[src/rtl/alu_seq_pkg.sv]
// ============================================================================
// Module   : alu_seq_pkg
// Purpose  : Shared opcodes, flag indices and FSM encoding for the ALU sequencer.
// Revision : 1.0
// ============================================================================
`default_nettype none

package alu_seq_pkg;
  localparam int OPC_W   = 4;
  localparam int SHIFT_W = 5;

  localparam logic [OPC_W-1:0] OPC_ADD  = 4'd0;
  localparam logic [OPC_W-1:0] OPC_SUB  = 4'd1;
  localparam logic [OPC_W-1:0] OPC_AND  = 4'd2;
  localparam logic [OPC_W-1:0] OPC_OR   = 4'd3;
  localparam logic [OPC_W-1:0] OPC_SLL  = 4'd4;
  localparam logic [OPC_W-1:0] OPC_XNOR = 4'd5;
  localparam logic [OPC_W-1:0] OPC_XOR  = 4'd6;
  localparam logic [OPC_W-1:0] OPC_NOR  = 4'd7;

  localparam int FLAG_CARRY = 3;
  localparam int FLAG_ZERO  = 2;
  localparam int FLAG_OVF   = 1;
  localparam int FLAG_SIGN  = 0;

  localparam int STATE_W = 2;
  localparam logic [STATE_W-1:0] ST_IDLE  = 2'd0;
  localparam logic [STATE_W-1:0] ST_ISSUE = 2'd1;
  localparam logic [STATE_W-1:0] ST_RESP  = 2'd2;

  function automatic logic is_illegal(input logic [OPC_W-1:0] op);
    return op > OPC_NOR;
  endfunction
endpackage

`default_nettype wire

[src/rtl/alu_seq_fifo.sv]
// ============================================================================
// Module   : alu_seq_fifo
// Purpose  : Synchronous command FIFO; no bypass, push refused while full.
// Revision : 1.0
// ============================================================================
`default_nettype none

module alu_seq_fifo #(
  parameter int DW    = 8,
  parameter int DEPTH = 4
) (
  input  logic          clk,
  input  logic          rst_n,
  input  logic          push,
  input  logic [DW-1:0] wdata,
  input  logic          pop,
  output logic [DW-1:0] rdata,
  output logic          full,
  output logic          empty
);
  localparam int AW = $clog2(DEPTH);
  localparam logic [AW:0] FULL_CNT = (AW+1)'(DEPTH);

  logic [DW-1:0] mem [DEPTH];
  logic [AW-1:0] wr_ptr;
  logic [AW-1:0] rd_ptr;
  logic [AW:0]   count;
  logic          do_push;
  logic          do_pop;

  assign full    = (count == FULL_CNT);
  assign empty   = (count == '0);
  assign do_push = push && !full;
  assign do_pop  = pop && !empty;
  assign rdata   = mem[rd_ptr];

  // Storage carries no reset; only the pointers and count define validity.
  always_ff @(posedge clk) begin
    if (do_push) mem[wr_ptr] <= wdata;
  end

  always_ff @(posedge clk) begin
    if (!rst_n) begin
      wr_ptr <= '0;
      rd_ptr <= '0;
      count  <= '0;
    end else begin
      if (do_push) wr_ptr <= wr_ptr + 1'b1;
      if (do_pop)  rd_ptr <= rd_ptr + 1'b1;
      case ({do_push, do_pop})
        2'b10:   count <= count + 1'b1;
        2'b01:   count <= count - 1'b1;
        default: count <= count;
      endcase
    end
  end
endmodule

`default_nettype wire

[src/rtl/alu_cmd_sequencer.sv]
// ============================================================================
// Module   : alu_cmd_sequencer
// Purpose  : Buffers tagged ALU commands, issues them one at a time to an
//            external combinational ALU and returns tagged results.
//            Optional result checker enabled by ALU_SEQ_SELFCHECK_EN.
// Revision : 1.0
// ============================================================================
`default_nettype none

module alu_cmd_sequencer
  import alu_seq_pkg::*;
#(
  parameter int WIDTH = 64,
  parameter int DEPTH = 4,
  parameter int TAG_W = 4
) (
  input  logic               clk,
  input  logic               rst_n,
  input  logic               cmd_valid,
  output logic               cmd_ready,
  input  logic [OPC_W-1:0]   cmd_opcode,
  input  logic [WIDTH-1:0]   cmd_a,
  input  logic [WIDTH-1:0]   cmd_b,
  input  logic [SHIFT_W-1:0] cmd_shift,
  input  logic [TAG_W-1:0]   cmd_tag,
  output logic [OPC_W-1:0]   opcode,
  output logic [WIDTH-1:0]   input1,
  output logic [WIDTH-1:0]   input2,
  output logic [SHIFT_W-1:0] shiftValue,
  input  logic [WIDTH-1:0]   result,
  input  logic               carryFlag,
  input  logic               zeroFlag,
  input  logic               overFlowFlag,
  input  logic               signFlag,
  output logic               rsp_valid,
  input  logic               rsp_ready,
  output logic [WIDTH-1:0]   rsp_result,
  output logic [3:0]         rsp_flags,
  output logic [TAG_W-1:0]   rsp_tag,
  output logic               rsp_illegal
`ifdef ALU_SEQ_SELFCHECK_EN
  ,
  output logic               chk_error
`endif
);
  localparam int ENTRY_W = OPC_W + 2*WIDTH + SHIFT_W + TAG_W;

  logic [ENTRY_W-1:0] fifo_wdata;
  logic [ENTRY_W-1:0] fifo_rdata;
  logic               fifo_full;
  logic               fifo_empty;
  logic               push;
  logic               pop;
  logic               capture;
  logic               rsp_done;
  logic [STATE_W-1:0] state;
  logic [STATE_W-1:0] state_nxt;
  logic [TAG_W-1:0]   iss_tag;

  logic [OPC_W-1:0]   head_opcode;
  logic [WIDTH-1:0]   head_a;
  logic [WIDTH-1:0]   head_b;
  logic [SHIFT_W-1:0] head_shift;
  logic [TAG_W-1:0]   head_tag;

  // Gating with rst_n keeps cmd_ready low while reset is held.
  assign cmd_ready  = rst_n && !fifo_full;
  assign push       = cmd_valid && cmd_ready;
  assign fifo_wdata = {cmd_opcode, cmd_a, cmd_b, cmd_shift, cmd_tag};
  assign {head_opcode, head_a, head_b, head_shift, head_tag} = fifo_rdata;

  alu_seq_fifo #(
    .DW    (ENTRY_W),
    .DEPTH (DEPTH)
  ) u_fifo (
    .clk   (clk),
    .rst_n (rst_n),
    .push  (push),
    .wdata (fifo_wdata),
    .pop   (pop),
    .rdata (fifo_rdata),
    .full  (fifo_full),
    .empty (fifo_empty)
  );

  always_ff @(posedge clk) begin
    if (!rst_n) state <= ST_IDLE;
    else        state <= state_nxt;
  end

  always_comb begin
    state_nxt = state;
    case (state)
      ST_IDLE:  if (!fifo_empty) state_nxt = ST_ISSUE;
      ST_ISSUE: state_nxt = ST_RESP;
      ST_RESP:  if (rsp_ready) state_nxt = fifo_empty ? ST_IDLE : ST_ISSUE;
      default:  state_nxt = ST_IDLE;
    endcase
  end

  always_comb begin
    pop      = 1'b0;
    capture  = 1'b0;
    rsp_done = 1'b0;
    case (state)
      ST_IDLE:  pop = !fifo_empty;
      ST_ISSUE: capture = 1'b1;
      ST_RESP: begin
        rsp_done = rsp_ready;
        pop      = rsp_ready && !fifo_empty;
      end
      default: ;
    endcase
  end

  // ALU drive registers hold their last issued values between commands.
  always_ff @(posedge clk) begin
    if (!rst_n) begin
      opcode     <= '0;
      input1     <= '0;
      input2     <= '0;
      shiftValue <= '0;
      iss_tag    <= '0;
    end else if (pop) begin
      opcode     <= head_opcode;
      input1     <= head_a;
      input2     <= head_b;
      shiftValue <= head_shift;
      iss_tag    <= head_tag;
    end
  end

  always_ff @(posedge clk) begin
    if (!rst_n) begin
      rsp_valid   <= 1'b0;
      rsp_result  <= '0;
      rsp_flags   <= '0;
      rsp_tag     <= '0;
      rsp_illegal <= 1'b0;
    end else if (capture) begin
      rsp_valid              <= 1'b1;
      rsp_result             <= result;
      rsp_flags[FLAG_CARRY]  <= carryFlag;
      rsp_flags[FLAG_ZERO]   <= zeroFlag;
      rsp_flags[FLAG_OVF]    <= overFlowFlag;
      rsp_flags[FLAG_SIGN]   <= signFlag;
      rsp_tag                <= iss_tag;
      rsp_illegal            <= is_illegal(opcode);
    end else if (rsp_done) begin
      rsp_valid <= 1'b0;
    end
  end

`ifdef ALU_SEQ_SELFCHECK_EN
  logic [WIDTH-1:0] model_result;
  logic             model_mismatch;

  always_comb begin
    model_result = '0;
    case (opcode)
      OPC_ADD:  model_result = input1 + input2;
      OPC_SUB:  model_result = input1 - input2;
      OPC_AND:  model_result = input1 & input2;
      OPC_OR:   model_result = input1 | input2;
      OPC_SLL:  model_result = input1 << shiftValue;
      OPC_XNOR: model_result = ~(input1 ^ input2);
      OPC_XOR:  model_result = input1 ^ input2;
      OPC_NOR:  model_result = ~(input1 | input2);
      default:  model_result = '0;
    endcase
  end

  assign model_mismatch = !is_illegal(opcode) &&
                          ((result != model_result) ||
                           (zeroFlag != (result == '0)) ||
                           (signFlag != result[WIDTH-1]));

  always_ff @(posedge clk) begin
    if (!rst_n)                          chk_error <= 1'b0;
    else if (capture && model_mismatch)  chk_error <= 1'b1;
  end
`else
  // Checker not built: no model and no chk_error port.
`endif
endmodule

`default_nettype wire

[config.mk]
export PLATFORM = sky130hd
export DESIGN_NAME = alu_cmd_sequencer
export DESIGN_NICKNAME = d
export VERILOG_FILES = /design/src/rtl/alu_seq_pkg.sv /design/src/rtl/alu_seq_fifo.sv /design/src/rtl/alu_cmd_sequencer.sv
export SDC_FILE = /design/constraint.sdc
export NUM_CORES = 1
export LEC_CHECK = 0
export ABC_AREA = 1
export CAP_MARGIN = 20
export CORE_ASPECT_RATIO = 0.8
export CORE_UTILIZATION = 40
export DETAILED_ROUTE_END_ITERATION = 7
export PLACE_DENSITY = 0.59
export SLEW_MARGIN = 20
export SYNTH_ARGS = -nofsm -noshare
export SYNTH_HDL_FRONTEND = slang
export SYNTH_SLANG_ARGS = --single-unit
[constraint.sdc]
create_clock -name clk -period 28.1 [get_ports clk]
set_input_delay 7.025 -clock clk [delete_from_list [all_inputs] [get_ports clk]]
set_output_delay 7.025 -clock clk [all_outputs]
set_load 0.01 [all_outputs]
Figure 1. Clock nets.
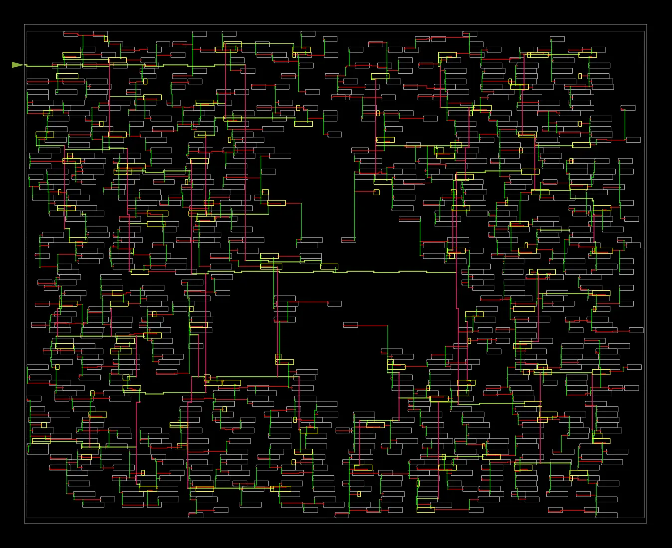
Flops: 788
skew final: 15.66 ps
Latency at later pin: 630 ps

Figure 2. Wiring by layer.
Two of the layers only.
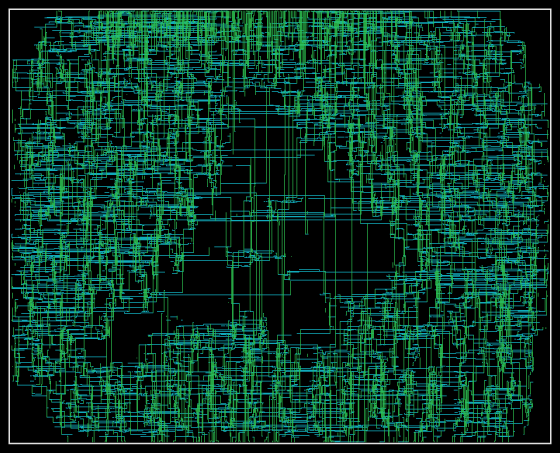
Green shows M2, wire length 35.8 mm. Cyan shows M1, wire length 35.5 mm.

Figure 3. Sequential cells coloured by netlist name.
Bar = 100 um.
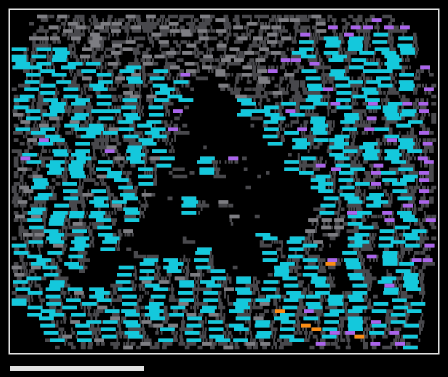
Orange shows shiftValue, placed flops 5. Cyan shows u_fifo.mem, placed flops 564, where widely spread. Purple shows input2, placed flops 64.
Another 155 sequential cells are not coloured.

==> reports/metrics.yaml <==
outcome: "completed"
ys_cells: 3491
power.switching_mw: 1.380
critPathBufInv: 3
io_pins: 425
drtIter0Drc: 1424
critPathCapture: "cmd_ready"
crit_chain: "buf_6 > inv_1 > a31oi_1 > clkdlybuf4s50_1"
num_rows: 92
clkPwrFrac_pct: 27.0
die_y_um: 256.5
wirelength_um: 77820
root_buffer: "clkbuf_16"
ant_nets: 0
cp.arrival_ps: 8750
holdCritPathClass: "reg -> reg"
grt_antenna_before_repair: 18
critPathSlowestCell: "clkdlybuf4s50_1"
core_area_um2: 79430
fin_tns_setup_ps: 0
synthDistinctLibCells: 23
most_common_cell: "nand2_1"
avgRoutedWirePerCell_um: 15.68
fp_util_pct: 40.76
worst_path_largest_cell_delay_ps: 630
portBuffers: 424
grt_pass1_wl_um: 120900
worst_r2r_path_depth: 8
start_kind: "primary input"
crit_start: "rst_n"
track_usage_pct: 19.00
p_int_mw: 2.595
fmax_mhz: 63.39
p_seq_share_pct: 38.9
p_leak_nw: 17.85
yosys_warnings: 0
synth-edff-count: 564
numCtsBuffers: 81
rsz0062_at_grt: "no"
crit_type: "in -> out"
syn_nets: 3710
worst min-delay path by stage:
stage | depth (start not counted) | slack [ps] | startpoint | to
6_report | 2 | 460 | iss_tag[1] | rsp_tag[1]
4_1_cts | 2 | 460 | iss_tag[2] | rsp_tag[2]
3_5_place_dp | 2 | 450 | iss_tag[2] | rsp_tag[2]
3_3_place_gp | 2 | 450 | iss_tag[2] | rsp_tag[2]
5_1_grt | 2 | 480 | iss_tag[2] | rsp_tag[2]
2_1_floorplan | 2 | 430 | iss_tag[0] | rsp_tag[0]
through the flow:
| step | util, % | instances |
|---|---|---|
| global route | 50.37 | 4962 |
| floorplan | - | 3491 |
| finish | 50.37 | 4964 |
| global placement | 46.97 | 4806 |
| detailed placement | 46.97 | 4806 |
| CTS | 50.33 | 4957 |
tightest hold or removal path, stage by stage, from the launching register on:
cell,delay (ps)
dfxtp_1,290
inv_1,60
a21oi_1,50
flip-flops by register name, indices dropped and copies added (netlist names):
| signal | count |
|---|---|
| u_fifo.rd_ptr | 2 |
| iss_tag | 4 |
| rsp_illegal | 1 |
| rsp_valid | 1 |
| rsp_result | 64 |
| input2 | 64 |
| rsp_tag | 4 |
| shiftValue | 5 |
| rsp_flags | 4 |
| u_fifo.wr_ptr | 2 |
| u_fifo.count | 3 |
| opcode | 4 |
| u_fifo.mem | 564 |
| input1 | 64 |
| state | 2 |
placed cells by master (no fill, tap or decap), types with 2 or more instances in the layout:
master           synthesis  layout
clkbuf_4                 0       3
nor2_1                 428     424
inv_6                    0       4
o21ai_0                 76      76
clkinv_4                 0       2
nor2_4                   1       5
clkbuf_8                 0      10
edfxtp_1               564     564
clkbuf_1                43      23
ha_1                     5       5
clkinv_2                 0      12
buf_4                    7      20
inv_1                  720     720
clkinv_8                 0       3
a31oi_1                  2       2
diode_2                  0       6
bufinv_16                0       6
nand2_1                999     999
inv_2                    4       2
clkinv_1                 0       4
clkdlybuf4s50_1          0     423
clkbuf_16                0      82
dfxtp_4                  0       2
a21oi_1                  8       8
nand3_1                289     289
buf_12                   0       3
clkinvlp_4               0       3
dfxtp_1                224     222
area by class of cell:
type / instances / area [um^2]
Antenna cell: 6 / 15.01
Clock buffer: 118 / 2298
Clock inverter: 33 / 370.4
Fill cell: 7302 / 39420
Inverter: 724 / 2730
Multi-Input combinational cell: 1814 / 7420
Sequential cell: 788 / 21430
Tap cell: 1034 / 1294
Timing Repair Buffer: 447 / 4456
power groups by stage:
stage	Clock, mW	Combinational [mW]	Sequential, mW
finish	1.07	1.35	1.55
global route	1.15	1.54	1.57
CTS	1.10	1.38	1.55
detailed placement	0	1.37	1.57
global placement	0	1.36	1.57
floorplan	0	0.798	1.61
kinds of logic (layout without fill, tap and decap cells):
kind of cell	Yosys count	after routing	share of synthesized area [%]
buffers and inverters	889	1322	11.04
AND-OR/OR-AND	88	88	1.411
adder cells (fa/ha/maj)	6	6	0.2551
other	0	6	0
AND/OR/NAND/NOR	1720	1720	21.13
flip-flops	788	788	66.16
routing by layer:
layer  up-vias  share of wire (%)  track usage [%]
met3       139                6.0            4.494
met1     10150                 46            25.67
met2       441                 46            30.50
li1      11400                  -                -
met4        26                2.2            5.263
met5         -               0.21                0
Power figures rest on the tool's default switching activity, not on a simulated workload.
